$ cat src/rtl/fifo_pkg.sv
// Shared FIFO constants: default geometry and the pointer-width helper.
package fifo_pkg;

    localparam int unsigned DEF_DATA_WIDTH = 8;
    localparam int unsigned DEF_DEPTH      = 8;

    // Pointer width carries one extra wrap bit above the memory address.
    function automatic int unsigned ptr_width(input int unsigned depth);
        return 32'($clog2(depth)) + 32'd1;
    endfunction

endpackage

$ cat src/rtl/fifo_ram_dp.sv
// FIFO storage: synchronous write, asynchronous read, no reset on the array.
module fifo_ram_dp
    import fifo_pkg::*;
#(
    parameter int unsigned DATA_WIDTH = DEF_DATA_WIDTH,
    parameter int unsigned DEPTH      = DEF_DEPTH
) (
    input  logic                       clk,
    input  logic                       we,
    input  logic [$clog2(DEPTH)-1:0]   waddr,
    input  logic [DATA_WIDTH-1:0]      wdata,
    input  logic [$clog2(DEPTH)-1:0]   raddr,
    output logic [DATA_WIDTH-1:0]      rdata_c
);

    logic [DATA_WIDTH-1:0] mem [DEPTH];

    // Store the incoming word on an accepted write.
    always_ff @(posedge clk) begin
        if (we) begin
            mem[waddr] <= wdata;
        end
    end

    // Read port is combinational; the caller registers it.
    assign rdata_c = mem[raddr];

endmodule

$ cat src/rtl/sync_fifo.sv
// Single-clock FIFO with registered read data, level flags and count.
// Build option: define SYNC_FIFO_ERR_EN to add sticky overflow/underflow
// flags and their err_clr input.
module sync_fifo
    import fifo_pkg::*;
#(
    parameter int unsigned DATA_WIDTH = DEF_DATA_WIDTH,
    parameter int unsigned DEPTH      = DEF_DEPTH,
    parameter int unsigned AF_LEVEL   = DEPTH - 1,
    parameter int unsigned AE_LEVEL   = 1
) (
    input  logic                          clk,
    input  logic                          rst,
    input  logic [DATA_WIDTH-1:0]         w_data,
    input  logic                          w_inc,
    input  logic                          r_inc,
    output logic [DATA_WIDTH-1:0]         r_data,
    output logic                          full,
    output logic                          empty,
    output logic                          almost_full,
    output logic                          almost_empty,
    output logic [ptr_width(DEPTH)-1:0]   count
`ifdef SYNC_FIFO_ERR_EN
    ,
    input  logic                          err_clr,
    output logic                          overflow,
    output logic                          underflow
`endif
);

    localparam int unsigned   PTR_W      = ptr_width(DEPTH);
    localparam int unsigned   ADDR_W     = PTR_W - 1;
    localparam logic [PTR_W-1:0] DEPTH_CNT = PTR_W'(DEPTH);
    localparam logic          AF_AT_ZERO = (AF_LEVEL == 0);

    logic [PTR_W-1:0]      w_ptr;
    logic [PTR_W-1:0]      r_ptr;
    logic [PTR_W-1:0]      count_nxt;
    logic                  wr_ok;
    logic                  rd_ok;
    logic [DATA_WIDTH-1:0] ram_rdata;

    fifo_ram_dp #(
        .DATA_WIDTH (DATA_WIDTH),
        .DEPTH      (DEPTH)
    ) u_ram (
        .clk     (clk),
        .we      (wr_ok),
        .waddr   (w_ptr[ADDR_W-1:0]),
        .wdata   (w_data),
        .raddr   (r_ptr[ADDR_W-1:0]),
        .rdata_c (ram_rdata)
    );

    // Accept decisions and next count; a simultaneous accept leaves count alone.
    always_comb begin
        wr_ok     = w_inc & ~full;
        rd_ok     = r_inc & ~empty;
        count_nxt = count;
        case ({wr_ok, rd_ok})
            2'b10:   count_nxt = count + PTR_W'(1);
            2'b01:   count_nxt = count - PTR_W'(1);
            default: count_nxt = count;
        endcase
    end

    // Pointers, read data, count and flags; flags track the count being loaded.
    always_ff @(posedge clk or posedge rst) begin
        if (rst) begin
            w_ptr        <= '0;
            r_ptr        <= '0;
            count        <= '0;
            r_data       <= '0;
            full         <= 1'b0;
            empty        <= 1'b1;
            almost_full  <= AF_AT_ZERO;
            almost_empty <= 1'b1;
        end else begin
            if (wr_ok) begin
                w_ptr <= w_ptr + PTR_W'(1);
            end
            if (rd_ok) begin
                r_ptr  <= r_ptr + PTR_W'(1);
                r_data <= ram_rdata;
            end
            count        <= count_nxt;
            full         <= (count_nxt == DEPTH_CNT);
            empty        <= (count_nxt == '0);
            almost_full  <= (32'(count_nxt) >= AF_LEVEL);
            almost_empty <= (32'(count_nxt) <= AE_LEVEL);
        end
    end

`ifdef SYNC_FIFO_ERR_EN
    // Sticky error flags; a new error wins over a same-cycle clear.
    always_ff @(posedge clk or posedge rst) begin
        if (rst) begin
            overflow  <= 1'b0;
            underflow <= 1'b0;
        end else begin
            if (w_inc && full) begin
                overflow <= 1'b1;
            end else if (err_clr) begin
                overflow <= 1'b0;
            end
            if (r_inc && empty) begin
                underflow <= 1'b1;
            end else if (err_clr) begin
                underflow <= 1'b0;
            end
        end
    end
`else
    // Error flags are not built in this configuration.
`endif

endmodule

$ cat config.mk
export PLATFORM = sky130hd
export DESIGN_NAME = sync_fifo
export DESIGN_NICKNAME = d
export VERILOG_FILES = /design/src/rtl/fifo_pkg.sv /design/src/rtl/fifo_ram_dp.sv /design/src/rtl/sync_fifo.sv
export SDC_FILE = /design/constraint.sdc
export NUM_CORES = 1
export LEC_CHECK = 0
export ABC_AREA = 1
export CORE_MARGIN = 2
export CORE_UTILIZATION = 27
export CTS_CLUSTER_DIAMETER = 50
export CTS_CLUSTER_SIZE = 24
export DETAILED_ROUTE_END_ITERATION = 16
export HOLD_SLACK_MARGIN = 0.12
export MAX_ROUTING_LAYER = met4
export SYNTH_ARGS = -nofsm -noshare
export SYNTH_HDL_FRONTEND = slang
export SYNTH_SLANG_ARGS = --single-unit
export TNS_END_PERCENT = 50
$ cat constraint.sdc
create_clock -name clk -period 2.2 [get_ports clk]
set_input_delay 0.55 -clock clk [delete_from_list [all_inputs] [get_ports clk]]
set_output_delay 0.55 -clock clk [all_outputs]
set_load 0.05 [all_outputs]
### Zoomed window

Region (47, 23) to (72, 48) µm. Cells in grey, sequential cells in the stronger grey; small squares are vias.
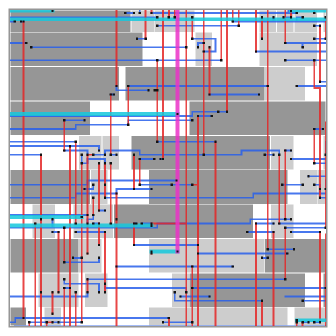
- M4: magenta
- M2: red
- M1: blue
- M3: cyan
- netlist names of flops here include: u_ram.mem (10), r_data (1)
- sequential cells in the window: 11
- cells with their middle in the window: 35
- most frequent: edfxtp_1 (10), o21ai_0 (7), nor2_1 (5)

### Logic cells by family

(2 px per µm)
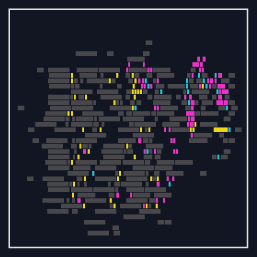
- nand cells: magenta (cells 61)
- nor cells: yellow (cells 45)
- inv cells: cyan (cells 19)

### Register map, names as in the netlist

(2 px per µm) Other sequential cells in the stronger grey, the rest of the logic in the fainter grey.
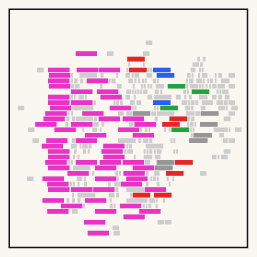
- count: green (sequential cells 4)
- u_ram.mem: magenta (sequential cells 64)
- w_ptr: blue (sequential cells 3)
- r_data: red (sequential cells 8)
- not coloured: 7
Power Sequential: 0.00234 W
Seq area share: 55.7%

### Routing congestion map

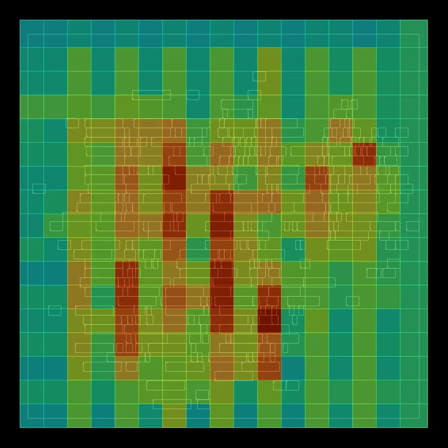
GR met2 Demand/Resource: 18.4%
routing usage on met1: 14.9%
Core Util, Final: 35.1%
GRT Overall Usage: 11.8%
met3 GRT Util: 2.99%

==> reports/metrics.cfg <==
[cells_and_area]
area_dominant_class=registers
fin_cells=515
logic_area_um2=945
top_register=u_ram.mem
ff_latch_area_um2=2470
top_regs=u_ram.mem: 64 flops, r_data: 8 flops, count: 4 flops
layout.comb_gates.multi_input=174
clk_share_pct=7.06
final-nonclk-buf-share_pct=9.57
fillers=1255
nets=354
nClkBuffers=10

[setup_path]
worstRegToRegCells=12
critPathCapture=count[1]
crit_buf_inv=1
worstReg2RegStart=empty
max_stage_delay_ns=0.84
cp_top_family=buffers and inverters
crit_arrival_ns=1.60
critPathKind=reg -> out
worst-path-stages=1
crit_chain=clkdlybuf4s50_1
critPathLaunch=count[1]
crit_fanout=5

[global_route]
grt-busiest-layer=met2
gr-total-overflow=0
antenna_found_initial=0
first_global_vias=2338

[floorplan]
n_tap_cell=172
die_w_um=118
ios=28
initial_core_util_pct=27.9

[placement]
place.gp.congestion=0.779
place_ws_ns=-0.141
placed_area_um2=4130

[clocking]
root_buffer=clkbuf_16
cts_tree=built
cts_resized=0
post_cts_buffers=0
numClockSinks=86
cts_hold_buf=0
insertion_delay_ns=0.33

[synth]
xor_share_pct=1.70
yosysTopAreaCellShare_pct=54.4
ys_area_um2=3530
synth_cell_type_count=29
ys_seq_share_pct=70.1
synth_area_per_cell_um2=12.2
edf_count=64
synthCells=289
yosys_cells=289
synth.cellmix.compoundShare_pct=9.74
synth_nets=305
synthSimpleGateAreaFrac_pct=13.9

[final_timing]
whs_ns=0.478
fin_crit_ns=2.15
slew_headroom_pct=64.6
fmax_mhz=465
tightest_slew_ns=0.531
fin_skew_ns=0.00335
finalClockPeriodUsage_pct=97.8
setup_viol=0

[min_path]
worst_hold_path.num_cells=2
holdPathEnd=r_data[7]
min_path_type=reg -> reg

[route]
ant_nets=0
wl_met1_mm=3.46
route.met2.wl_mm=3.48
wl_met3_um=600

[power_and_ir_drop]
cellLeakagePower_nw=1.68
power_density_nw_per_um2=1480
irDropWorstVdd_mv=0.412
p_total_w=0.00659

[outcome]
status=finished clean

[job]
warning_count=26

-- power by group --
| group | leakage (nW) | internal (W) | switching [W] | total [W] |
|---|---|---|---|---|
| clock network | 0.151 | 0.000992 | 0.000587 | 0.00158 |
| registers | 0.843 | 0.00214 | 0.000205 | 0.00234 |
| logic | 0.692 | 0.000895 | 0.00177 | 0.00267 |
-- Yosys cell counts (2+ instances only) --
master    number
nand3_2        3
buf_2          2
or2_2          2
ha_1           4
o221ai_1      13
o21ai_0       34
nand2_2        6
o22ai_1        3
dfstp_2        2
inv_1         16
nand2_1       39
o211ai_1       3
nor2_1        44
clkbuf_1       6
dfrtp_1       20
inv_2          3
xor2_1         4
nand3_1       11
edfxtp_1      64
Power is estimated from default activity; no workload was simulated.
